Run 1, wires at chosen ports, followed through buffers:
Drawn at 2 px/um.
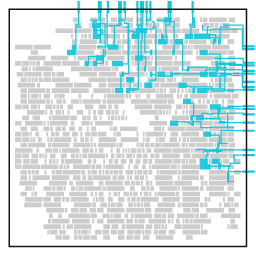
Run 1, cell sizes after repair:
Drawn at 4 px/um.
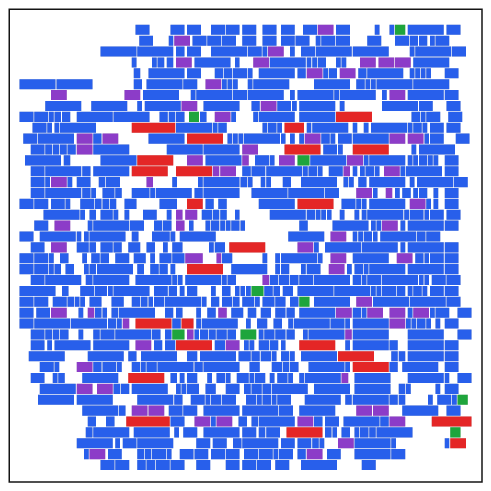
Run 1, signal wires by layer:
Drawn at 4 px/um. Two of the layers only.
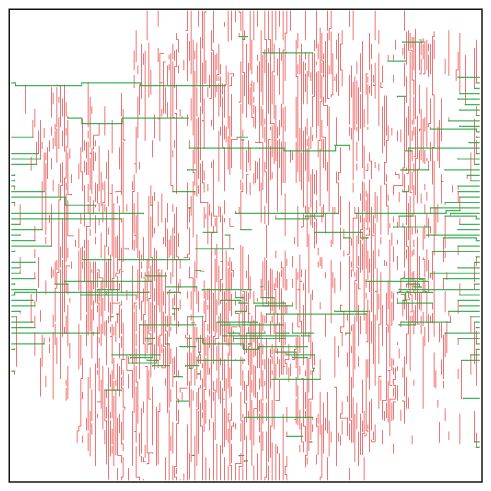
$ cat config.mk
export PLATFORM = sky130hd
export DESIGN_NAME = instruction_fetch_unit_flat
export DESIGN_NICKNAME = d
export VERILOG_FILES = /design/src/rtl/instruction_fetch_unit_if.sv /design/src/rtl/instruction_fetch_unit.sv /design/src/flat_wrapper.sv
export SDC_FILE = /design/constraint.sdc
export NUM_CORES = 1
export LEC_CHECK = 0
export CAP_MARGIN = 25
export CORE_MARGIN = 2
export CORE_UTILIZATION = 54
export DETAILED_ROUTE_END_ITERATION = 16
export GPL_TIMING_DRIVEN = 0
export PLACE_DENSITY = 0.86
export SETUP_SLACK_MARGIN = 0.02
export SYNTH_ARGS = -nofsm -noshare
export SYNTH_HDL_FRONTEND = slang
export SYNTH_SLANG_ARGS = --single-unit
$ cat constraint.sdc
create_clock -name clk -period 4 [get_ports clk]
set_input_delay 0.4 -clock clk [delete_from_list [all_inputs] [get_ports clk]]
set_output_delay 0.4 -clock clk [all_outputs]
set_load 0.02 [all_outputs]
$ cat src/rtl/instruction_fetch_unit_if.sv
`default_nettype none
// +--------------------------------------------------------------------+
// | instruction_fetch_unit_if                                          |
// | Program-memory, decode-handshake and redirect bundle of the fetch  |
// | unit. master = fetch unit, slave = memory/decode/branch side.      |
// | Rev 1.0                                                            |
// +--------------------------------------------------------------------+
interface instruction_fetch_unit_if #(
  parameter int DATA_WIDTH = 32
);
  logic [DATA_WIDTH-1:0] imem_address;
  logic [DATA_WIDTH-1:0] imem_instruction;
  logic                  out_valid;
  logic                  out_ready;
  logic [DATA_WIDTH-1:0] out_instruction;
  logic [DATA_WIDTH-1:0] out_pc;
  logic                  redirect_valid;
  logic [DATA_WIDTH-1:0] redirect_target;
  logic                  fetch_fault;

  modport master (
    output imem_address, out_valid, out_instruction, out_pc, fetch_fault,
    input  imem_instruction, out_ready, redirect_valid, redirect_target
  );

  modport slave (
    input  imem_address, out_valid, out_instruction, out_pc, fetch_fault,
    output imem_instruction, out_ready, redirect_valid, redirect_target
  );
endinterface
`default_nettype wire

$ cat src/rtl/instruction_fetch_unit.sv
`default_nettype none
// +--------------------------------------------------------------------+
// | instruction_fetch_unit                                             |
// | Fetch PC sequencer with a 2-entry prefetch buffer and redirect     |
// | flush. Optional macro FETCH_BOUNDS_CHECK_EN adds a sticky          |
// | out-of-range fetch fault.                                          |
// | Rev 1.0                                                            |
// +--------------------------------------------------------------------+
module instruction_fetch_unit #(
  parameter int                    DATA_WIDTH   = 32,
  parameter int                    MEMORY_DEPTH = 32,
  parameter logic [DATA_WIDTH-1:0] RESET_PC     = '0
) (
  input  wire logic                clk,
  input  wire logic                reset,
  instruction_fetch_unit_if.master bus
);

  localparam logic [DATA_WIDTH-1:0] c_align_mask = ~DATA_WIDTH'(3);
  localparam logic [DATA_WIDTH-1:0] c_pc_step    = DATA_WIDTH'(4);

  logic [DATA_WIDTH-1:0] r_fetch_pc;
  logic [DATA_WIDTH-1:0] r_pc0, r_pc1;
  logic [DATA_WIDTH-1:0] r_ins0, r_ins1;
  logic [1:0]            r_count;
  logic                  r_fault;

  logic                  w_pop;
  logic                  w_room;
  logic                  w_blocked;
  logic                  w_push;
  logic                  w_wr_slot1;
  logic [1:0]            w_count_next;
  logic [DATA_WIDTH-1:0] w_target;

`ifdef FETCH_BOUNDS_CHECK_EN
  localparam logic [DATA_WIDTH-1:0] c_depth = DATA_WIDTH'(MEMORY_DEPTH);
  logic [DATA_WIDTH-1:0] w_offset;
  logic                  w_oob;

  always_comb begin
    w_offset = r_fetch_pc - RESET_PC;
    w_oob    = (w_offset >> 2) >= c_depth;
  end

  // Sticky until a redirect supplies a fresh, possibly in-range, target.
  always_ff @(posedge clk or negedge reset) begin
    if (!reset) begin
      r_fault <= 1'b0;
    end else if (bus.redirect_valid) begin
      r_fault <= 1'b0;
    end else if (w_oob) begin
      r_fault <= 1'b1;
    end
  end

  assign w_blocked = r_fault | w_oob;
`else
  assign r_fault   = 1'b0;
  assign w_blocked = 1'b0;
`endif

  // Slot 0 is always the head; slot 1 is the younger entry when count == 2.
  always_comb begin
    w_pop        = (r_count != 2'd0) && bus.out_ready;
    w_room       = (r_count != 2'd2) || w_pop;
    w_push       = w_room && !bus.redirect_valid && !w_blocked;
    w_wr_slot1   = (r_count == 2'd2) || ((r_count == 2'd1) && !w_pop);
    w_count_next = r_count + {1'b0, w_push} - {1'b0, w_pop};
    w_target     = bus.redirect_target & c_align_mask;
  end

  always_ff @(posedge clk or negedge reset) begin
    if (!reset) begin
      r_fetch_pc <= RESET_PC;
      r_count    <= 2'd0;
      r_pc0      <= '0;
      r_pc1      <= '0;
      r_ins0     <= '0;
      r_ins1     <= '0;
    end else if (bus.redirect_valid) begin
      // Slots are left untouched so the outputs keep showing the last head.
      r_count    <= 2'd0;
      r_fetch_pc <= w_target;
    end else begin
      r_count <= w_count_next;
      if (w_pop && (r_count == 2'd2)) begin
        r_pc0  <= r_pc1;
        r_ins0 <= r_ins1;
      end
      if (w_push) begin
        r_fetch_pc <= r_fetch_pc + c_pc_step;
        if (w_wr_slot1) begin
          r_pc1  <= r_fetch_pc;
          r_ins1 <= bus.imem_instruction;
        end else begin
          r_pc0  <= r_fetch_pc;
          r_ins0 <= bus.imem_instruction;
        end
      end
    end
  end

  assign bus.imem_address    = r_fetch_pc;
  assign bus.out_valid       = (r_count != 2'd0);
  assign bus.out_pc          = r_pc0;
  assign bus.out_instruction = r_ins0;
  assign bus.fetch_fault     = r_fault;

endmodule
`default_nettype wire
$ cat src/flat_wrapper.sv
// flat-port wrapper written by rule: the top's interface ports become plain ports
module instruction_fetch_unit_flat 
#(
  parameter int                    DATA_WIDTH   = 32,
  parameter int                    MEMORY_DEPTH = 32,
  parameter logic [DATA_WIDTH-1:0] RESET_PC     = '0
)
  (clk, reset, bus_imem_address, bus_out_valid, bus_out_instruction, bus_out_pc, bus_fetch_fault, bus_imem_instruction, bus_out_ready, bus_redirect_valid, bus_redirect_target);
  instruction_fetch_unit_if #(.DATA_WIDTH(DATA_WIDTH)) bus_i ();
  input  wire logic clk;
  input  wire logic reset;
  output wire logic [$bits(bus_i.imem_address)-1:0] bus_imem_address;
  output wire logic [$bits(bus_i.out_valid)-1:0] bus_out_valid;
  output wire logic [$bits(bus_i.out_instruction)-1:0] bus_out_instruction;
  output wire logic [$bits(bus_i.out_pc)-1:0] bus_out_pc;
  output wire logic [$bits(bus_i.fetch_fault)-1:0] bus_fetch_fault;
  input wire logic [$bits(bus_i.imem_instruction)-1:0] bus_imem_instruction;
  input wire logic [$bits(bus_i.out_ready)-1:0] bus_out_ready;
  input wire logic [$bits(bus_i.redirect_valid)-1:0] bus_redirect_valid;
  input wire logic [$bits(bus_i.redirect_target)-1:0] bus_redirect_target;
  assign bus_imem_address = bus_i.imem_address;
  assign bus_out_valid = bus_i.out_valid;
  assign bus_out_instruction = bus_i.out_instruction;
  assign bus_out_pc = bus_i.out_pc;
  assign bus_fetch_fault = bus_i.fetch_fault;
  assign bus_i.imem_instruction = bus_imem_instruction;
  assign bus_i.out_ready = bus_out_ready;
  assign bus_i.redirect_valid = bus_redirect_valid;
  assign bus_i.redirect_target = bus_redirect_target;
  instruction_fetch_unit #(.DATA_WIDTH(DATA_WIDTH), .MEMORY_DEPTH(MEMORY_DEPTH), .RESET_PC(RESET_PC)) u_core (.clk(clk), .reset(reset), .bus(bus_i));
endmodule
==> results.cfg, run 1 <==
; implementation run metrics
[status]
status = complete, no violations

[final_layout]
clkbuf_count = 20
seq_share_pct = 41.92
inv_count = 39
flop_area_um2 = 3954
comb_share_pct = 28.68
syn_to_final_growth_pct = 34.82
fin_area_um2 = 9433
drive_gt1_share_pct = 13.03
comb_area_um2 = 2705

[route]
avgRoutedWirePerCell_um = 18.58
drtIter0Drc = 546
ant_nets = 0

[setup_path]
critPathCapture = u_core.bus.out_instruction[24]
cp_slowest_stage_delay_ns = 0.51
r2r_slack_ns = 1.65
crit_path_max_fanout = 10
cp.arrival_ns = 2.76
worstRegToRegCells = 7
end_kind = register
crit_type = in2reg

[clocking]
cts_resized = 0
cts.sinks = 158
root_buffer = clkbuf_16
cts_buffers = 17

[final_timing]
slew_headroom_pct = 46.21
rsz0062_at_grt = no
min_period_ns = 2.424
drv_slew = 0
fin_crit_sh_pct = 60.60
hold_violations = 0
clock.fmax_mhz = 412.5

[synth]
yosysChipArea_um2 = 6997
mux_share_pct = 10.12
simple_gate_area_share_pct = 14.04
synthCells = 672
avgSynthCellArea_um2 = 10.41
yosysMostFrequentCell = dfrtp_1
synth.top_cell.area_share_pct = 56.51
yosysWarningCount = 0

[worst_hold_path]
min_to = u_core.r_ins1[8]
hold_depth = 1
worstHoldStart = u_core.r_ins1[8]

[power]
p_per_area_nw_per_um2 = 722.1
p_leak_uw = 0.004005

[global_routing]
met2_usage_pct = 45.97
grtUsageTotal_pct = 28.31

[floorplanning]
fp-row-count = 41
core_um2 = 12620
chip_area_um2 = 13880
About 'wires at chosen ports, followed through buffers':
bus_imem_instruction -> cyan  # bits 32, direction input, edge 17 right, 15 top, end cells 64, wire 1170 um

About 'cell sizes after repair':
drive 2 -> purple  # cells 80
drive 3 to 4 -> green  # cells 9
drive 6 and up -> red  # cells 24
drive 1 or less -> blue  # cells 754

About 'signal wires by layer':
met3 -> green  # wire length 1320 um
met2 -> red  # wire length 9470 um

## run 1: layout by cell type (no fill, tap or decap), types with 8 or more instances in the layout
| master | netlist | final |
|---|---|---|
| o21ai_0 | 14 | 14 |
| clkbuf_16 | 0 | 17 |
| inv_1 | 38 | 38 |
| mux2_2 | 62 | 62 |
| a21oi_1 | 33 | 33 |
| o22ai_1 | 31 | 31 |
| buf_2 | 8 | 8 |
| dfrtp_1 | 158 | 158 |
| nand2_1 | 86 | 86 |
| nor2_1 | 53 | 53 |
| clkdlybuf4s50_1 | 0 | 158 |
| a31oi_1 | 48 | 48 |
| clkbuf_1 | 29 | 31 |
| nand4_1 | 9 | 9 |
| or4_1 | 14 | 14 |
| o31ai_1 | 12 | 12 |
| nand3_1 | 8 | 8 |
## run 1: report_power, final
part	internal, uW	switching (uW)
sequential	2260	437
combinational	1240	1270
clock	941	658
## run 1: stage by stage
| stage | util (%) | cells | setup WS, ns | setup TNS, ns |
|---|---|---|---|---|
| floorplan | - | 674 | 1.944 | 0 |
| finish | 74.75 | 1039 | 1.576 | 0 |
| global route | 74.75 | 1039 | 1.339 | 0 |
| CTS | 74.75 | 1039 | 1.583 | 0 |
| global placement | 69.82 | 1005 | -3.513 | -553.46 |
| detailed placement | 70.05 | 1006 | 1.179 | 0 |
## run 1: flip-flops by register name (all words and copies together), names as in the netlist
register                    cells
u_core.r_ins1                  32
u_core.bus.imem_address        30
u_core.r_count                  2
u_core.bus.out_instruction     32
u_core.r_pc1                   30
u_core.bus.out_pc              32
## run 1: worst register-to-register path, cell delays in order, from the launching register on
cell      delay [ns]
dfrtp_1         0.43
nor3b_1         0.26
or3_1           0.14
clkbuf_1        0.23
clkbuf_1        0.47
clkbuf_1        0.47
nor2_1          0.10
a31oi_1         0.17
==> inputs of run 2 (changes only) <==
Settings changed: CORE_UTILIZATION 54 to 50, PLACE_DENSITY 0.86 to 0.8.
Clock period 4 ns to 2.4 ns, I/O delays scaled along.
==> results.cfg, run 2 <==
; implementation run metrics
[final_timing]
fin_crit_sh_pct = 91.40
rsz0062_at_grt = yes
hold_violations = 0
drv_slew = 0
clock.fmax_mhz = 455.9
slew_headroom_pct = 50.98

[floorplanning]
fp-row-count = 43
core_um2 = 13770
chip_area_um2 = 14960

[final_layout]
fin_cells = 1046
drive_gt1_share_pct = 14.09
fin_area_um2 = 9537
syn_to_final_growth_pct = 36.30
mostFrequentLayoutCells = clkdlybuf4s50_1 (158), dfrtp_1 (158), nand2_1 (86)
fin_util_pct = 69.24

[synth]
avgSynthCellArea_um2 = 10.41
synth.top_cell.area_share_pct = 56.51
synthTopCellsByCount = dfrtp_1 (158), nand2_1 (86), mux2_2 (62), nor2_1 (53), a31oi_1 (48)
yosysWarningCount = 0
yosysChipArea_um2 = 6997
synthCells = 672
yosysMostFrequentCell = dfrtp_1

[global_routing]
grt_pass1_wl_um = 30240
grtUsageTotal_pct = 26.36
grt_antenna_before_repair = 1
grt_max_degree = 81

[power]
p_switching_uw = 3905
power-top-group = registers
p_per_area_nw_per_um2 = 1226
combPwrFrac_pct = 35.7
powerClk_uw = 3030
p_sw_share_pct = 33.39
p_int_uw = 7790
p_leak_uw = 0.004063
pwr-share-seq_pct = 38.4
clockPowerShare_pct = 25.9
p_seq_uw = 4490

[setup_path]
crit_path_max_fanout = 10
cp.arrival_ns = 2.47
end_kind = register
crit_type = reg2reg
r2r_slack_ns = 0.21

[clocking]
root_buffer = clkbuf_16
cts.sinks = 158
cts_buffers = 17

[placed_design]
place_inst = 1014

[route]
drtIter0Drc = 395
avgRoutedWirePerCell_um = 18.06

[status]
status = complete, no violations
[run 2: metal layers]
metal / GRT usage, % / vias to the layer above
li1: - / 2742
met4: 12.86 / 2
met1: 33.91 / 2964
met3: 6.552 / 53
met2: 41.84 / 229
met5: 0 / -
[run 2: area by class of cell]
class / instances / area, um2
repair buffers: 161 / 1630
plain buffers: 47 / 207.7
multi-input cells: 430 / 2708
well taps: 180 / 225.2
flip-flops and latches: 158 / 3954
clock inverters: 14 / 240.2
inverters: 39 / 146.4
fillers: 1030 / 4237
clock buffers: 17 / 425.4
[run 2: path summary, 6_finish.rpt]
check / from / end / cells after the start
min in group asynchronous: reset / u_core.bus.out_instruction[11] / 2
min reg2reg: u_core.bus.out_pc[1] / u_core.bus.out_pc[1] / 1
max: u_core.r_count[1] / u_core.bus.out_pc[28] / 6
max reg2reg: u_core.r_count[1] / u_core.bus.out_pc[28] / 6
max in group asynchronous: reset / u_core.bus.out_pc[10] / 3
min: bus_redirect_valid / u_core.bus.imem_address[17] / 3
[run 2: metrics by stage]
step,setup slack (ns),power [uW],TNS (ns)
finish,0.2063,11690,0
global route,0.007155,12340,0
CTS,0.02301,11760,0
detailed placement,-0.4020,8667,-30.98
global placement,-4.975,8466,-805.16
floorplan,0.3437,6720,0
[run 2: logic make-up after synthesis]
group	Yosys count	synth area share [%]
compound gates	144	12.43
xor+xnor	11	1.377
fa+ha+maj	3	0.5365
buf+inv	86	4.935
flops	158	56.51
mux	63	10.12
other cells	1	0.05360
simple gates	206	14.04
[run 2: timing repair]
| item | CTS | global route |
|---|---|---|
| setup endpoints to repair | 12 | 105 |
| gates resized | 2 | 11 |
| pin swaps | 0 | 0 |
| hold endpoints to repair | 78 | 0 |
| hold buffers | 1 | 0 |
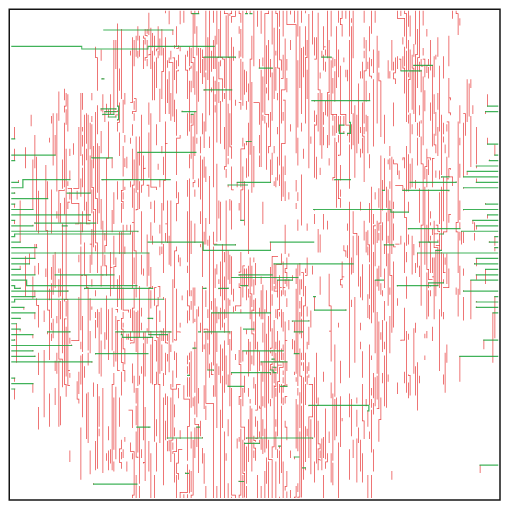
Run 2: signal wires by layer
Drawn at 4 px/um. Two of the layers only.
met2 -> red  # wire length 9260 um
met3 -> green  # wire length 1160 um

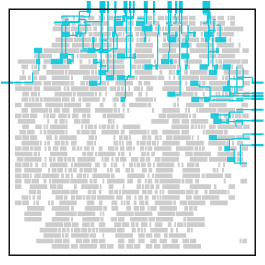
Run 2: wires at chosen ports, followed through buffers
Drawn at 2 px/um.
bus_imem_instruction -> cyan  # bits 32, direction input, edge 23 top, 8 right, 1 left, end cells 64, wire 1090 um

==> inputs of run 3 (changes only) <==
--- a/config.mk
+++ b/config.mk
@@ -8,8 +8,8 @@
 export CAP_MARGIN = 25
 export CORE_MARGIN = 2
-export CORE_UTILIZATION = 50
+export CORE_UTILIZATION = 40
 export DETAILED_ROUTE_END_ITERATION = 16
 export GPL_TIMING_DRIVEN = 0
-export PLACE_DENSITY = 0.8
+export PLACE_DENSITY = 0.66
 export SETUP_SLACK_MARGIN = 0.02
 export SYNTH_ARGS = -nofsm -noshare
==> constraint.sdc (replaced) <==
create_clock -name clk -period 2.4 [get_ports clk]
set_input_delay 0.48 -clock clk [delete_from_list [all_inputs] [get_ports clk]]
set_output_delay 0.48 -clock clk [all_outputs]
set_load 0.02 [all_outputs]
==> results.cfg, run 3 <==
; implementation run metrics
[final_layout]
fin_cells = 1093
syn_to_final_growth_pct = 36.23
drive_gt1_share_pct = 14.86

[setup_path]
rr_endpoint = u_core.bus.imem_address[31]
cp.arrival_ns = 2.54
r2r_slack_ns = 0.21
cp-startpoint = bus_out_ready
worstRegToRegCells = 6
rr_startpoint = u_core.bus.imem_address[11]
end_kind = register

[synth]
yosysChipArea_um2 = 6997
avgSynthCellArea_um2 = 10.41
synthCells = 672
synth.top_cell.area_share_pct = 56.51

[status]
status = complete, no violations

[clocking]
root_buffer = clkbuf_16
cts_buffers = 17

[final_timing]
hold_violations = 0
rsz0062_at_grt = no
fin_crit_sh_pct = 93.43
clock.fmax_mhz = 446.0

[floorplanning]
fp-row-count = 48

[placed_design]
place_inst = 1059
[run 3: timing repair]
item,CTS,global route
gates resized,4,14
hold buffers,0,0
pin swaps,0,1
setup buffers,0,2
setup endpoints to repair,101,54
[run 3: metal layers]
metal  vias up  track usage [%]  share of wire [%]
met5         -                0                  0
met2       153            32.83                 48
li1       2754                -                  -
met4         0            7.639                1.6
met1      2864            28.62                 46
met3        21            4.176                4.9
[run 3: where the power goes]
| part | switching (uW) | leakage (uW) | total, uW | internal [uW] |
|---|---|---|---|---|
| sequential | 670 | 0.00182 | 4440 | 3770 |
| clock | 1140 | 0.000282 | 2690 | 1550 |
| combinational | 2040 | 0.00193 | 4110 | 2070 |
[run 3: cell type report]
type | count | area, um2 | share of cell area (%)
Buffer | 47 | 211.5 | 2.218
Clock buffer | 17 | 425.4 | 4.463
Clock inverter | 15 | 161.4 | 1.693
Inverter | 39 | 146.4 | 1.536
Multi-Input combinational cell | 430 | 2713 | 28.46
Sequential cell | 158 | 3954 | 41.48
Tap cell | 225 | 281.5 | 2.954
Timing Repair Buffer | 162 | 1639 | 17.20
[run 3: critical path, cell delays in order]
cell             delay, ns
clkdlybuf4s50_1       0.51
nor3b_1               0.26
a21oi_1               0.08
nor2_2                0.46
buf_2                 0.38
mux2_2                0.37
[run 3: cells by family after synthesis]
group                    after synthesis  synth area share [%]
adder cells (fa/ha/maj)                3                0.5365
XOR/XNOR                              11                 1.377
flip-flops                           158                 56.51
AND-OR/OR-AND                        144                 12.43
other                                  1               0.05360
multiplexers                          63                 10.12
AND/OR/NAND/NOR                      206                 14.04
buffers and inverters                 86                 4.935
[run 3: through the flow]
stage / area [um2] / power (uW)
after floorplan: 7004 / 6720
after global placement: 8877 / 8516
after detailed placement: 8910 / 8619
after CTS: 9503 / 11350
after global routing: 9532 / 11930
final: 9532 / 11230
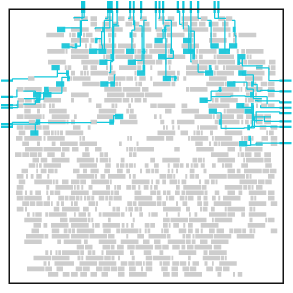
Run 3: wires at chosen ports, followed through buffers
Drawn at 2 px/um.
bus_imem_instruction -> cyan  # bits 32, direction input, edge 18 top, 8 right, 6 left, end cells 64, wire 1020 um

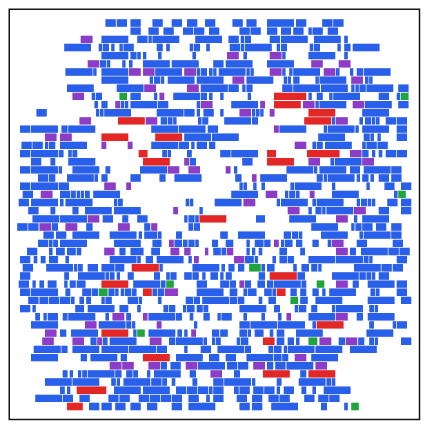
Run 3: cell sizes after repair
Drawn at 3 px/um.
drive 6 and up -> red  # cells 26
drive 2 -> purple  # cells 92
drive 3 to 4 -> green  # cells 11
drive 1 or less -> blue  # cells 739


## Gallery

Pin map.
Plate I
Drawn at 4 px/um. Pins as bars across the die edge, other pins in grey.
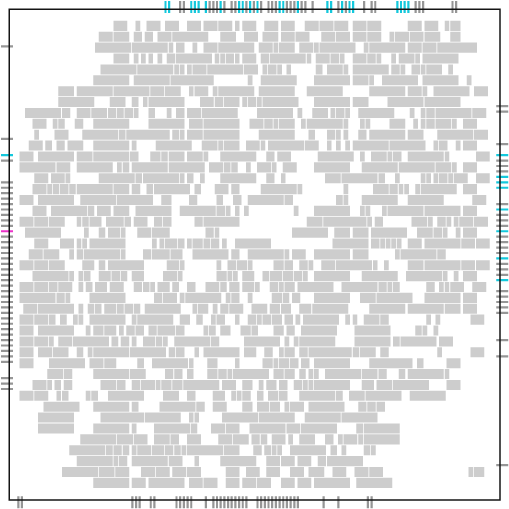
Plate II
Drawn at 4 px/um. Pins as bars across the die edge, other pins in grey.
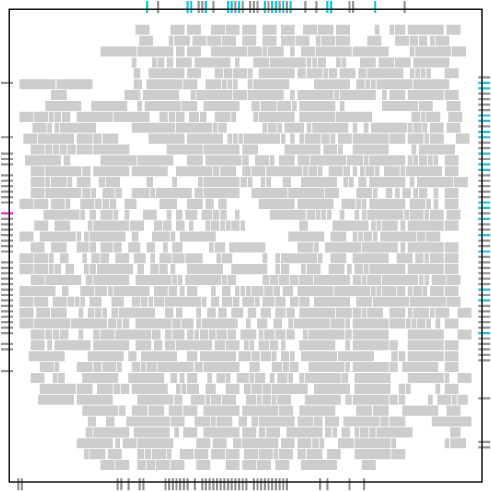
Plate III
Drawn at 3 px/um. Pins as bars across the die edge, other pins in grey.
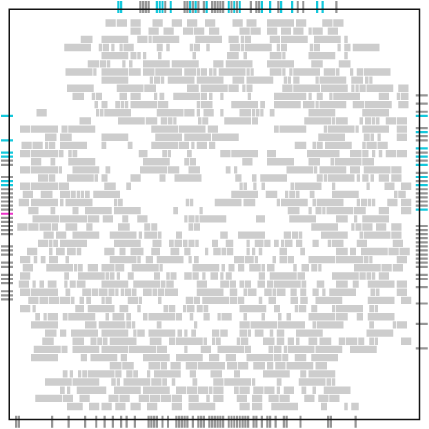
Plate I is run 2.
Plate III is run 3.
Plate II is run 1.
The one with the largest die is Plate III.

Key to Plate II:
bus_imem_instruction -> cyan  # pins 32, direction input, edge 17 right, 15 top
bus_out_ready -> magenta  # pins 1, direction input, edge left

Power and IR drop assume default switching activity.
